### src/rtl/instr_sequencer_if.sv
// rtl/instr_sequencer_if.sv - program load / instruction issue bundle between sequencer and its user
interface instr_sequencer_if #(
    parameter int AW = 4
);
    logic          load_en;
    logic [AW-1:0] load_addr;
    logic [31:0]   load_data;
    logic [AW:0]   prog_len;
    logic          start;
    logic [31:0]   instrWord;
    logic          newInstr;
    logic [AW-1:0] pc;
    logic          busy;
    logic          done;

    modport master (
        input  load_en, load_addr, load_data, prog_len, start,
        output instrWord, newInstr, pc, busy, done
    );

    modport slave (
        output load_en, load_addr, load_data, prog_len, start,
        input  instrWord, newInstr, pc, busy, done
    );
endinterface

### src/rtl/instr_sequencer.sv
// rtl/instr_sequencer.sv - loadable program store issuing one instruction strobe every GAP+1 cycles
module instr_sequencer #(
    parameter int DEPTH = 16,
    parameter int AW    = 4,
    parameter int GAP   = 10
) (
    input logic               Clk,
    input logic               Reset,
    instr_sequencer_if.master bus
);
    localparam logic [1:0] S_IDLE  = 2'd0;
    localparam logic [1:0] S_ISSUE = 2'd1;
    localparam logic [1:0] S_WAIT  = 2'd2;
    localparam logic [1:0] S_FIN   = 2'd3;

    localparam int LW = AW + 1;
    localparam int GW = $clog2(GAP + 1);
    localparam logic [LW-1:0] DEPTH_L = LW'(DEPTH);
    localparam logic [GW-1:0] GAP_L   = GW'(GAP);

    logic [31:0]   mem_q [DEPTH];

    logic [1:0]    state_q, state_d;
    logic [LW-1:0] len_q, len_d;
    logic [GW-1:0] gap_q, gap_d;
    logic [AW-1:0] pc_q, pc_d;
    logic [31:0]   instr_word_q, instr_word_d;
    logic          new_instr_q, new_instr_d;
    logic          busy_q, busy_d;
    logic          done_q, done_d;

    logic [AW-1:0] pc_inc;
    logic          last_slot;

    assign pc_inc    = pc_q + AW'(1);
    assign last_slot = (({1'b0, pc_q} + LW'(1)) == len_q);

    // Store has no reset so a program survives a mid-run abort.
    always_ff @(posedge Clk) begin
        if (Reset && (state_q == S_IDLE) && bus.load_en) begin
            mem_q[bus.load_addr] <= bus.load_data;
        end
    end

    // Outputs are computed on the transition into a state so they are valid for that state's cycle.
    always_comb begin
        state_d      = state_q;
        len_d        = len_q;
        gap_d        = gap_q;
        pc_d         = pc_q;
        instr_word_d = instr_word_q;
        new_instr_d  = 1'b0;
        busy_d       = busy_q;
        done_d       = 1'b0;
        case (state_q)
            S_IDLE: begin
                if (bus.start) begin
                    if (bus.prog_len == '0) begin
                        state_d = S_FIN;
                        done_d  = 1'b1;
                    end else begin
                        len_d        = (bus.prog_len > DEPTH_L) ? DEPTH_L : bus.prog_len;
                        pc_d         = '0;
                        instr_word_d = mem_q[0];
                        new_instr_d  = 1'b1;
                        busy_d       = 1'b1;
                        state_d      = S_ISSUE;
                    end
                end
            end
            S_ISSUE: begin
                gap_d   = GAP_L;
                state_d = S_WAIT;
            end
            S_WAIT: begin
                gap_d = gap_q - GW'(1);
                if (gap_q <= GW'(1)) begin
                    if (last_slot) begin
                        state_d = S_FIN;
                        done_d  = 1'b1;
                        busy_d  = 1'b0;
                    end else begin
                        pc_d         = pc_inc;
                        instr_word_d = mem_q[pc_inc];
                        new_instr_d  = 1'b1;
                        state_d      = S_ISSUE;
                    end
                end
            end
            default: begin
                state_d = S_IDLE;
            end
        endcase
    end

    always_ff @(posedge Clk) begin
        if (!Reset) begin
            state_q      <= S_IDLE;
            len_q        <= '0;
            gap_q        <= '0;
            pc_q         <= '0;
            instr_word_q <= '0;
            new_instr_q  <= 1'b0;
            busy_q       <= 1'b0;
            done_q       <= 1'b0;
        end else begin
            state_q      <= state_d;
            len_q        <= len_d;
            gap_q        <= gap_d;
            pc_q         <= pc_d;
            instr_word_q <= instr_word_d;
            new_instr_q  <= new_instr_d;
            busy_q       <= busy_d;
            done_q       <= done_d;
        end
    end

    assign bus.instrWord = instr_word_q;
    assign bus.newInstr  = new_instr_q;
    assign bus.pc        = pc_q;
    assign bus.busy      = busy_q;
    assign bus.done      = done_q;
endmodule

### src/flat_wrapper.sv
// flat-port wrapper written by rule: the top's interface ports become plain ports
module instr_sequencer_flat 
#(
    parameter int DEPTH = 16,
    parameter int AW    = 4,
    parameter int GAP   = 10
)
  (Clk, Reset, bus_load_en, bus_load_addr, bus_load_data, bus_prog_len, bus_start, bus_instrWord, bus_newInstr, bus_pc, bus_busy, bus_done);
  instr_sequencer_if #(.AW(AW)) bus_i ();
  input logic Clk;
  input logic Reset;
  input wire logic [$bits(bus_i.load_en)-1:0] bus_load_en;
  input wire logic [$bits(bus_i.load_addr)-1:0] bus_load_addr;
  input wire logic [$bits(bus_i.load_data)-1:0] bus_load_data;
  input wire logic [$bits(bus_i.prog_len)-1:0] bus_prog_len;
  input wire logic [$bits(bus_i.start)-1:0] bus_start;
  output wire logic [$bits(bus_i.instrWord)-1:0] bus_instrWord;
  output wire logic [$bits(bus_i.newInstr)-1:0] bus_newInstr;
  output wire logic [$bits(bus_i.pc)-1:0] bus_pc;
  output wire logic [$bits(bus_i.busy)-1:0] bus_busy;
  output wire logic [$bits(bus_i.done)-1:0] bus_done;
  assign bus_i.load_en = bus_load_en;
  assign bus_i.load_addr = bus_load_addr;
  assign bus_i.load_data = bus_load_data;
  assign bus_i.prog_len = bus_prog_len;
  assign bus_i.start = bus_start;
  assign bus_instrWord = bus_i.instrWord;
  assign bus_newInstr = bus_i.newInstr;
  assign bus_pc = bus_i.pc;
  assign bus_busy = bus_i.busy;
  assign bus_done = bus_i.done;
  instr_sequencer #(.DEPTH(DEPTH), .AW(AW), .GAP(GAP)) u_core (.Clk(Clk), .Reset(Reset), .bus(bus_i));
endmodule
### config.mk
export PLATFORM = sky130hd
export DESIGN_NAME = instr_sequencer_flat
export DESIGN_NICKNAME = d
export VERILOG_FILES = /design/src/rtl/instr_sequencer_if.sv /design/src/rtl/instr_sequencer.sv /design/src/flat_wrapper.sv
export SDC_FILE = /design/constraint.sdc
export NUM_CORES = 1
export LEC_CHECK = 0
export CORE_MARGIN = 5
export CORE_UTILIZATION = 30
export DETAILED_ROUTE_END_ITERATION = 6
export MAX_ROUTING_LAYER = met4
export PLACE_DENSITY = 0.49
export SYNTH_ARGS = -nofsm -noshare
export SYNTH_HDL_FRONTEND = slang
export SYNTH_SLANG_ARGS = --single-unit
### constraint.sdc
create_clock -name Clk -period 6.3 [get_ports Clk]
set_input_delay 0.63 -clock Clk [delete_from_list [all_inputs] [get_ports Clk]]
set_output_delay 0.63 -clock Clk [all_outputs]
set_load 0.02 [all_outputs]
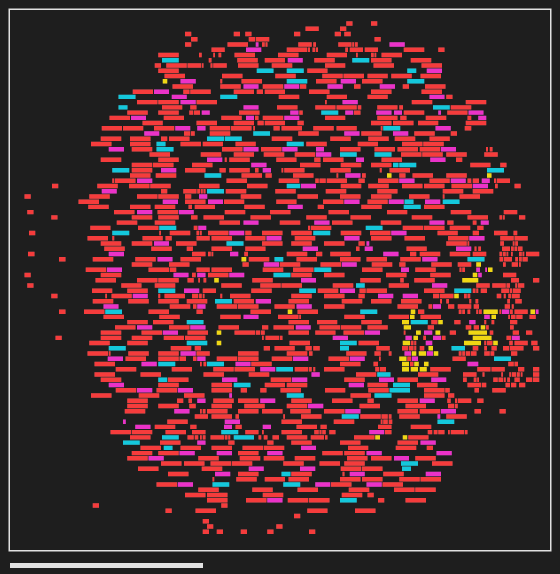
**Above:** run 1 (drive-strength map).
Bar = 100 µm.
_2 cells -> magenta  # cells 176
_3 and _4 cells -> yellow  # cells 43
_0 and _1 cells -> red  # cells 934
_6 and larger -> cyan  # cells 78
Area Overhead vs Synth: 18.2%
Non-clk bufs: 109
Final Cell Area: 25900 µm²
post-layout worst setup margin: 2560 ps

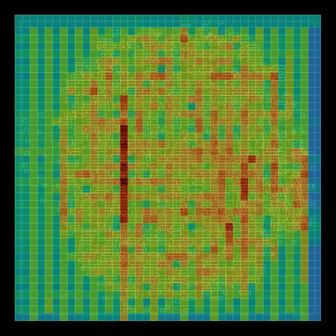
**Above:** run 1 (routing congestion map).
Top Usage Layer GRT: met2
gr usage total: 0.142
post-layout util: 0.356
met2 Resource Use GR: 0.223

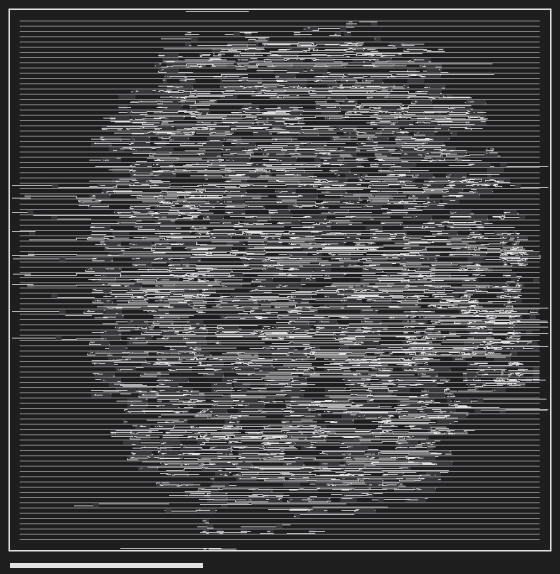
**Above:** run 1 (M1 wires).
Bar = 100 µm. Supply wires on this layer in grey. Cells faint in the background.
nets with wire on the layer = 1177
wire length on this layer = 25.0 mm
main direction = horizontal
longest straight run = 82.3 µm
share of all routed wire = 46%

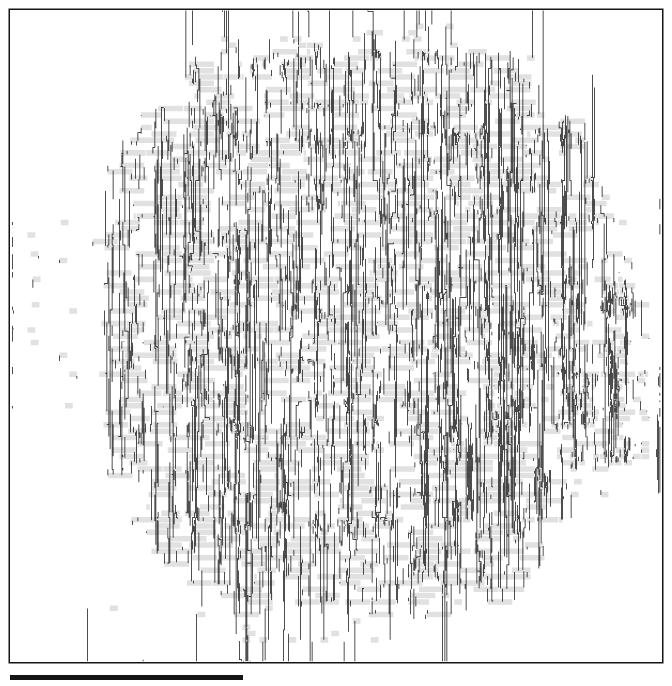
**Above:** run 1 (signal wires on met2).
Bar = 100 µm. Cells faint in the background.
longest straight run = 103 µm
wire length on this layer = 26.3 mm

==> results.py, run 1 <==
# Physical implementation metrics
metrics = {
    "status": {
        "outcome": "complete, no violations",
    },
    "final_layout": {
        "diodes": 1,
        "layout_top_cells": "512 x edfxtp_1, 128 x mux4_2, 82 x clkdlybuf4s50_1",
        "nClkBuffers": 92,
        "drive_above_1_share": 0.241,
        "logic_area_um2": 5340,
    },
    "synthesis": {
        "aoi_share": 0.0445,
        "yosys_warnings": 0,
        "ys_top_cells_by_area": "edfxtp_1 70%, mux4_2 13%, dfxtp_1 4.6%, mux2i_1 2.9%, a211oi_2 1.5%",
        "synth_stat.cells": 1074,
        "syn_inst": 1074,
        "ys_area_um2": 21900,
        "netlist.area_leader.share": 0.701,
        "xor_share": 0.00308,
        "postSynthSeqShare": 0.747,
        "yosys.area.top_type": "edfxtp_1",
        "ys_async_sr_fraction": 0,
    },
    "power_and_ir_drop": {
        "power_frac_clock": 0.377,
        "power_switching_mw": 2.36,
        "switching_share": 0.258,
        "p_comb_mw": 1.36,
        "ir_worst_vdd_mv": 0.324,
        "combinationalPowerShare": 0.149,
        "leakagePower_nw": 7.69,
        "cellPowerDensity_nw_per_um2": 353,
    },
    "sta": {
        "slew_violations": 0,
        "setup_violations": 0,
        "rsz0062_at_grt": "no",
        "period_needed_ps": 3740,
    },
    "clocking": {
        "cts_max_path_buffers": 3,
        "h-tree-depth": 2,
        "cts_buffers": 58,
    },
    "grt": {
        "grt_pass1_vias": 11231,
        "grt_max_degree": 130,
        "grt_first_pass_wirelength_mm": 80.1,
    },
    "routing": {
        "vias": 10672,
        "wl_met2_mm": 26.3,
        "top_layer_used": "met4",
        "wl_met3_mm": 2.66,
        "dr.pass1.iters": 5,
        "ant_nets": 0,
        "wl_met1_mm": 25.0,
    },
    "floorplan": {
        "rows": 99,
        "dieArea_um2": 78600,
        "initCoreUtil": 0.302,
    },
    "setup_path": {
        "endpoint_kind": "flop",
        "crit_buf_inv": 1,
        "startpoint_type": "flop",
        "path_delay_family": "AND-OR/OR-AND gates",
        "startpoint": "u_core.bus.pc[0]",
    },
    "hold_path": {
        "whs_path_depth": 2,
    },
    "place": {
        "place_ws_ps": 2500,
        "place_area_um2": 24000,
    },
    "flow_run": {
        "warnings": 32,
    },
}
**Run 1: zoomed window**

Bar = 10 µm. Region (120, 64) to (160, 104) µm. Cells in grey, sequential cells in the stronger grey; small squares are vias.
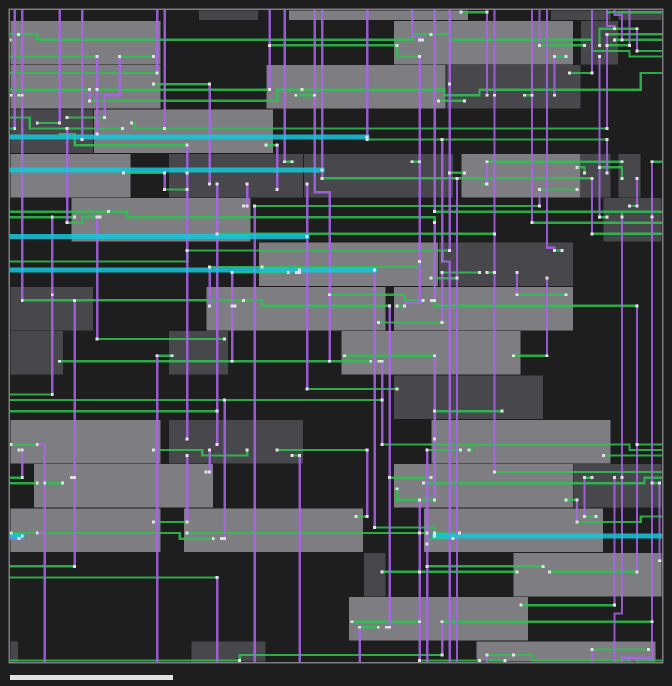

## Run 2: what changed since run 1
--- a/config.mk
+++ b/config.mk
@@ -9,7 +9,7 @@
 export CORE_UTILIZATION = 30
 export DETAILED_ROUTE_END_ITERATION = 6
 export MAX_ROUTING_LAYER = met4
-export PLACE_DENSITY = 0.49
+export PLACE_DENSITY = 0.51
 export SYNTH_ARGS = -nofsm -noshare
 export SYNTH_HDL_FRONTEND = slang
 export SYNTH_SLANG_ARGS = --single-unit
==> constraint.sdc (replaced) <==
create_clock -name Clk -period 3.15 [get_ports Clk]
set_input_delay 0.315 -clock Clk [delete_from_list [all_inputs] [get_ports Clk]]
set_output_delay 0.315 -clock Clk [all_outputs]
set_load 0.02 [all_outputs]
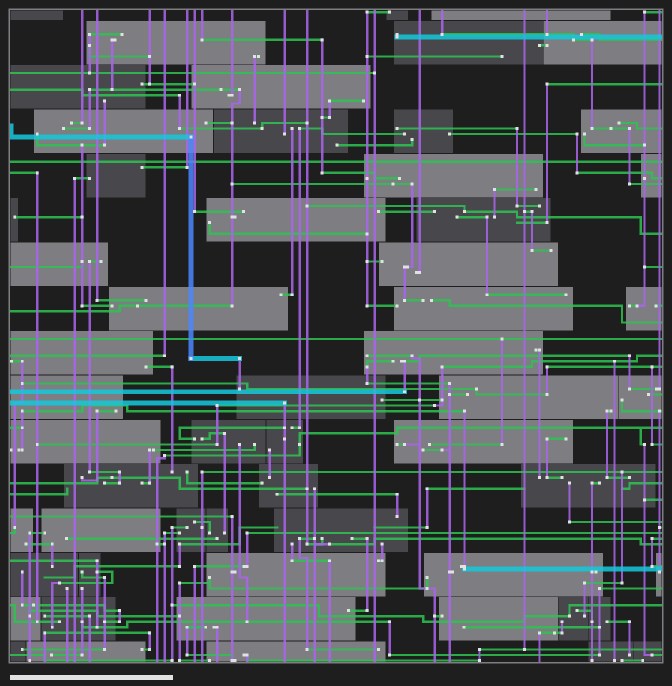
**Above:** run 2 (zoomed window).
Bar = 10 µm. Region (120, 64) to (160, 104) µm. Cells in grey, sequential cells in the stronger grey; small squares are vias.
metal 4 -> blue
metal 2 -> purple
metal 1 -> green
metal 3 -> cyan
sequential cells in the window = 21
most frequent = edfxtp_1 (19), mux4_2 (6)
netlist names of flops here include = u_core.mem_q (19), u_core.bus.instrWord (2)
cells with their middle in the window = 41

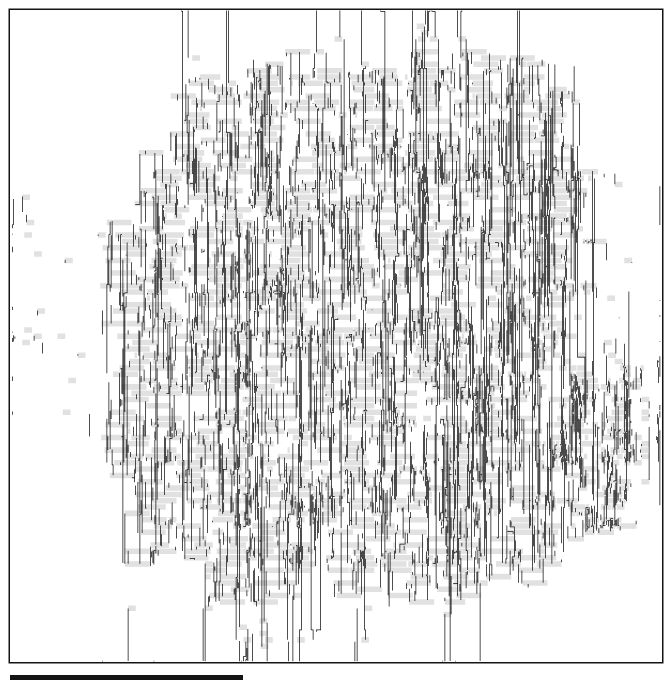
**Above:** run 2 (signal wires on met2).
Bar = 100 µm. Cells faint in the background.
main direction = vertical
wire length on this layer = 25.6 mm
met2 Resource Use GR: 0.216
via count: 10915
Total Wirelength: 54.4 mm

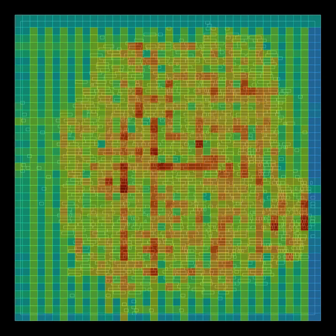
**Above:** run 2 (routing congestion map).
Global Route met3 Usage: 0.0233
gr usage total: 0.141
GR met1 Demand/Resource: 0.198
post-layout util: 0.360

==> results.py, run 2 <==
# Physical implementation metrics
metrics = {
    "setup_path": {
        "startpoint_type": "flop",
        "endpoint_kind": "flop",
    },
    "synthesis": {
        "yosys_warnings": 0,
        "xor_share": 0.00308,
        "ys_async_sr_fraction": 0,
        "ys_area_um2": 21900,
        "yosys.area.top_type": "edfxtp_1",
        "postSynthSeqShare": 0.747,
        "synth_stat.cells": 1074,
    },
    "final_layout": {
        "nClkBuffers": 91,
        "post-route-cell-area_um2": 26200,
        "logic_area_um2": 5340,
        "syn_to_final_growth_pct": 19.3,
        "layout_top_cells": "512 x edfxtp_1, 128 x mux4_2, 82 x clkdlybuf4s50_1",
    },
    "floorplan": {
        "rows": 99,
        "dieArea_um2": 78600,
        "initCoreUtil": 0.302,
    },
    "sta": {
        "period_needed_ps": 2440,
        "setup_violations": 0,
        "setup_slack_ps": 713,
        "slew_violations": 0,
    },
    "power_and_ir_drop": {
        "switching_share": 0.256,
        "power_frac_clock": 0.366,
        "combinationalPowerShare": 0.154,
    },
    "routing": {
        "dr.pass1.iters": 4,
        "wl_met1_mm": 25.2,
        "ant_nets": 0,
        "wl_met3_mm": 2.59,
    },
    "clocking": {
        "cts_buffers": 58,
    },
    "grt": {
        "grt_max_degree": 65,
        "grt_first_pass_wirelength_mm": 79.3,
        "grt_pass1_vias": 11384,
    },
    "status": {
        "outcome": "complete, no violations",
    },
    "place": {
        "place_ws_ps": 633,
        "place_area_um2": 24300,
    },
}
**Run 2: drive-strength map**

Bar = 100 µm.
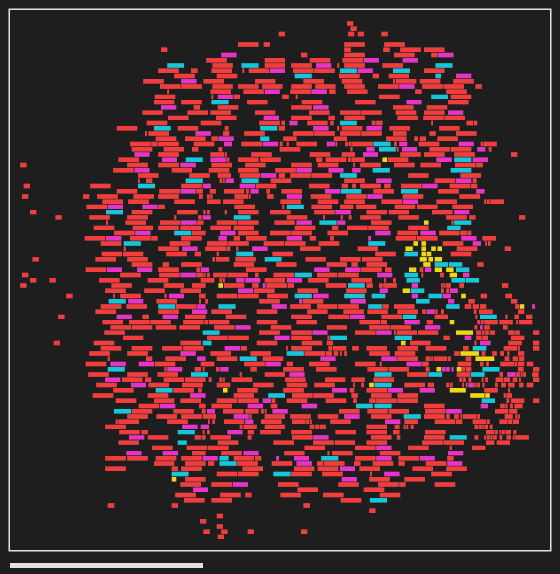

## Run 3: what changed since run 2
--- a/config.mk
+++ b/config.mk
@@ -9,7 +9,7 @@
 export CORE_UTILIZATION = 30
 export DETAILED_ROUTE_END_ITERATION = 6
 export MAX_ROUTING_LAYER = met4
-export PLACE_DENSITY = 0.51
+export PLACE_DENSITY = 0.49
 export SYNTH_ARGS = -nofsm -noshare
 export SYNTH_HDL_FRONTEND = slang
 export SYNTH_SLANG_ARGS = --single-unit
==> constraint.sdc (replaced) <==
create_clock -name Clk -period 2.3 [get_ports Clk]
set_input_delay 0.23 -clock Clk [delete_from_list [all_inputs] [get_ports Clk]]
set_output_delay 0.23 -clock Clk [all_outputs]
set_load 0.02 [all_outputs]
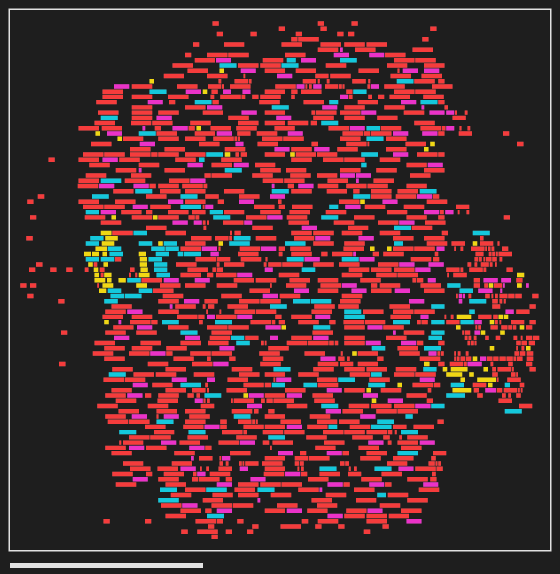
**Above:** run 3 (drive-strength map).
Bar = 100 µm.
_0 and _1 cells -> red  # cells 912
_2 cells -> magenta  # cells 182
_6 and larger -> cyan  # cells 125
_3 and _4 cells -> yellow  # cells 72

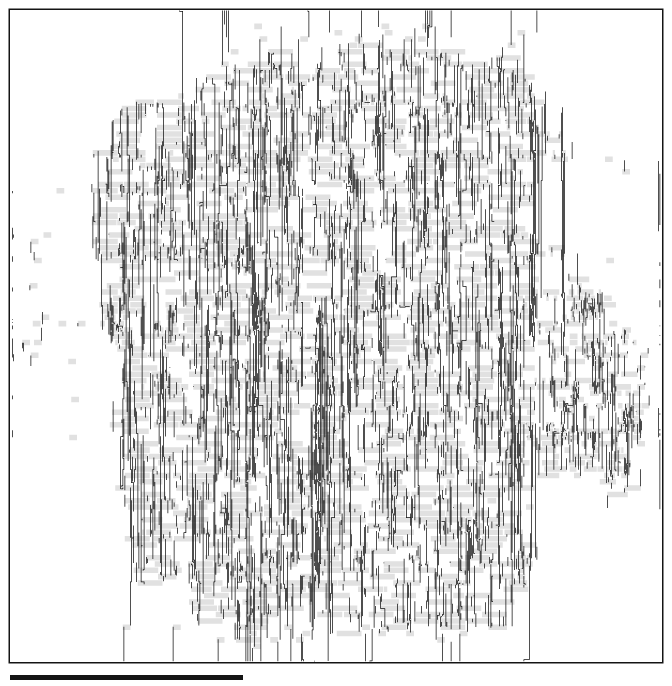
**Above:** run 3 (signal wires on met2).
Bar = 100 µm. Cells faint in the background.
met2 Resource Use GR: 0.213
Total Wirelength: 53.9 mm

==> results.py, run 3 <==
# Physical implementation metrics
metrics = {
    "power_and_ir_drop": {
        "combinationalPowerShare": 0.161,
        "leakagePower_nw": 8.25,
        "p_comb_mw": 4.20,
        "switching_share": 0.254,
        "cellPowerDensity_nw_per_um2": 964,
        "power_switching_mw": 6.65,
        "power_frac_clock": 0.385,
    },
    "final_layout": {
        "syn_to_final_growth_pct": 23.6,
        "logic_area_um2": 5400,
        "buffers": 169,
        "nClkBuffers": 71,
        "post-route-cell-area_um2": 27100,
        "layout_top_cells": "512 x edfxtp_1, 128 x mux4_2, 82 x clkdlybuf4s50_1",
    },
    "routing": {
        "dr.pass1.iters": 5,
        "wl_met2_mm": 25.1,
        "wl_met1_mm": 25.4,
        "ant_nets": 0,
        "top_layer_used": "met4",
        "wl_met3_mm": 2.54,
    },
    "grt": {
        "grt_max_degree": 52,
        "grt_first_pass_wirelength_mm": 79.0,
    },
    "synthesis": {
        "postSynthSeqShare": 0.747,
        "yosys.area.top_type": "edfxtp_1",
        "syn_inst": 1074,
        "netlist.area_leader.share": 0.701,
        "aoi_share": 0.0445,
        "synth_stat.cells": 1074,
    },
    "setup_path": {
        "startpoint": "u_core.bus.pc[0]",
        "endpoint_kind": "flop",
        "startpoint_type": "flop",
        "path_delay_family": "multiplexers",
    },
    "sta": {
        "rsz0062_at_grt": "no",
        "slew_violations": 0,
        "setup_slack_ps": 133,
        "period_needed_ps": 2170,
        "setup_violations": 0,
    },
    "floorplan": {
        "initCoreUtil": 0.302,
    },
    "place": {
        "place_area_um2": 25000,
    },
    "status": {
        "outcome": "complete, no violations",
    },
    "hold_path": {
        "whs_path_depth": 3,
    },
}
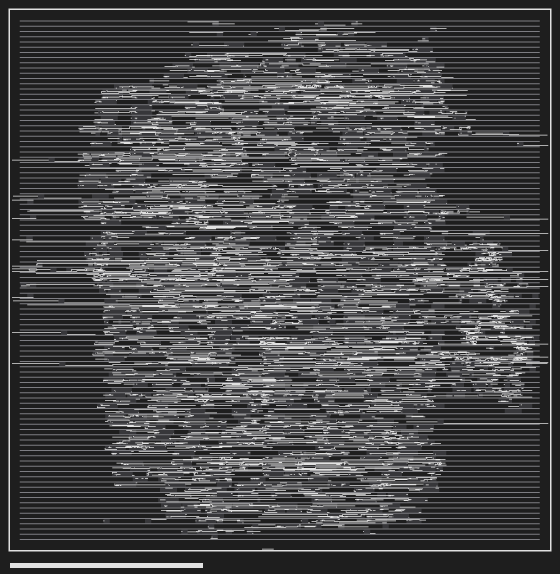
**Above:** run 3 (M1 wires).
Bar = 100 µm. Supply wires on this layer in grey. Cells faint in the background.
via count: 11023
GR met1 Demand/Resource: 0.197

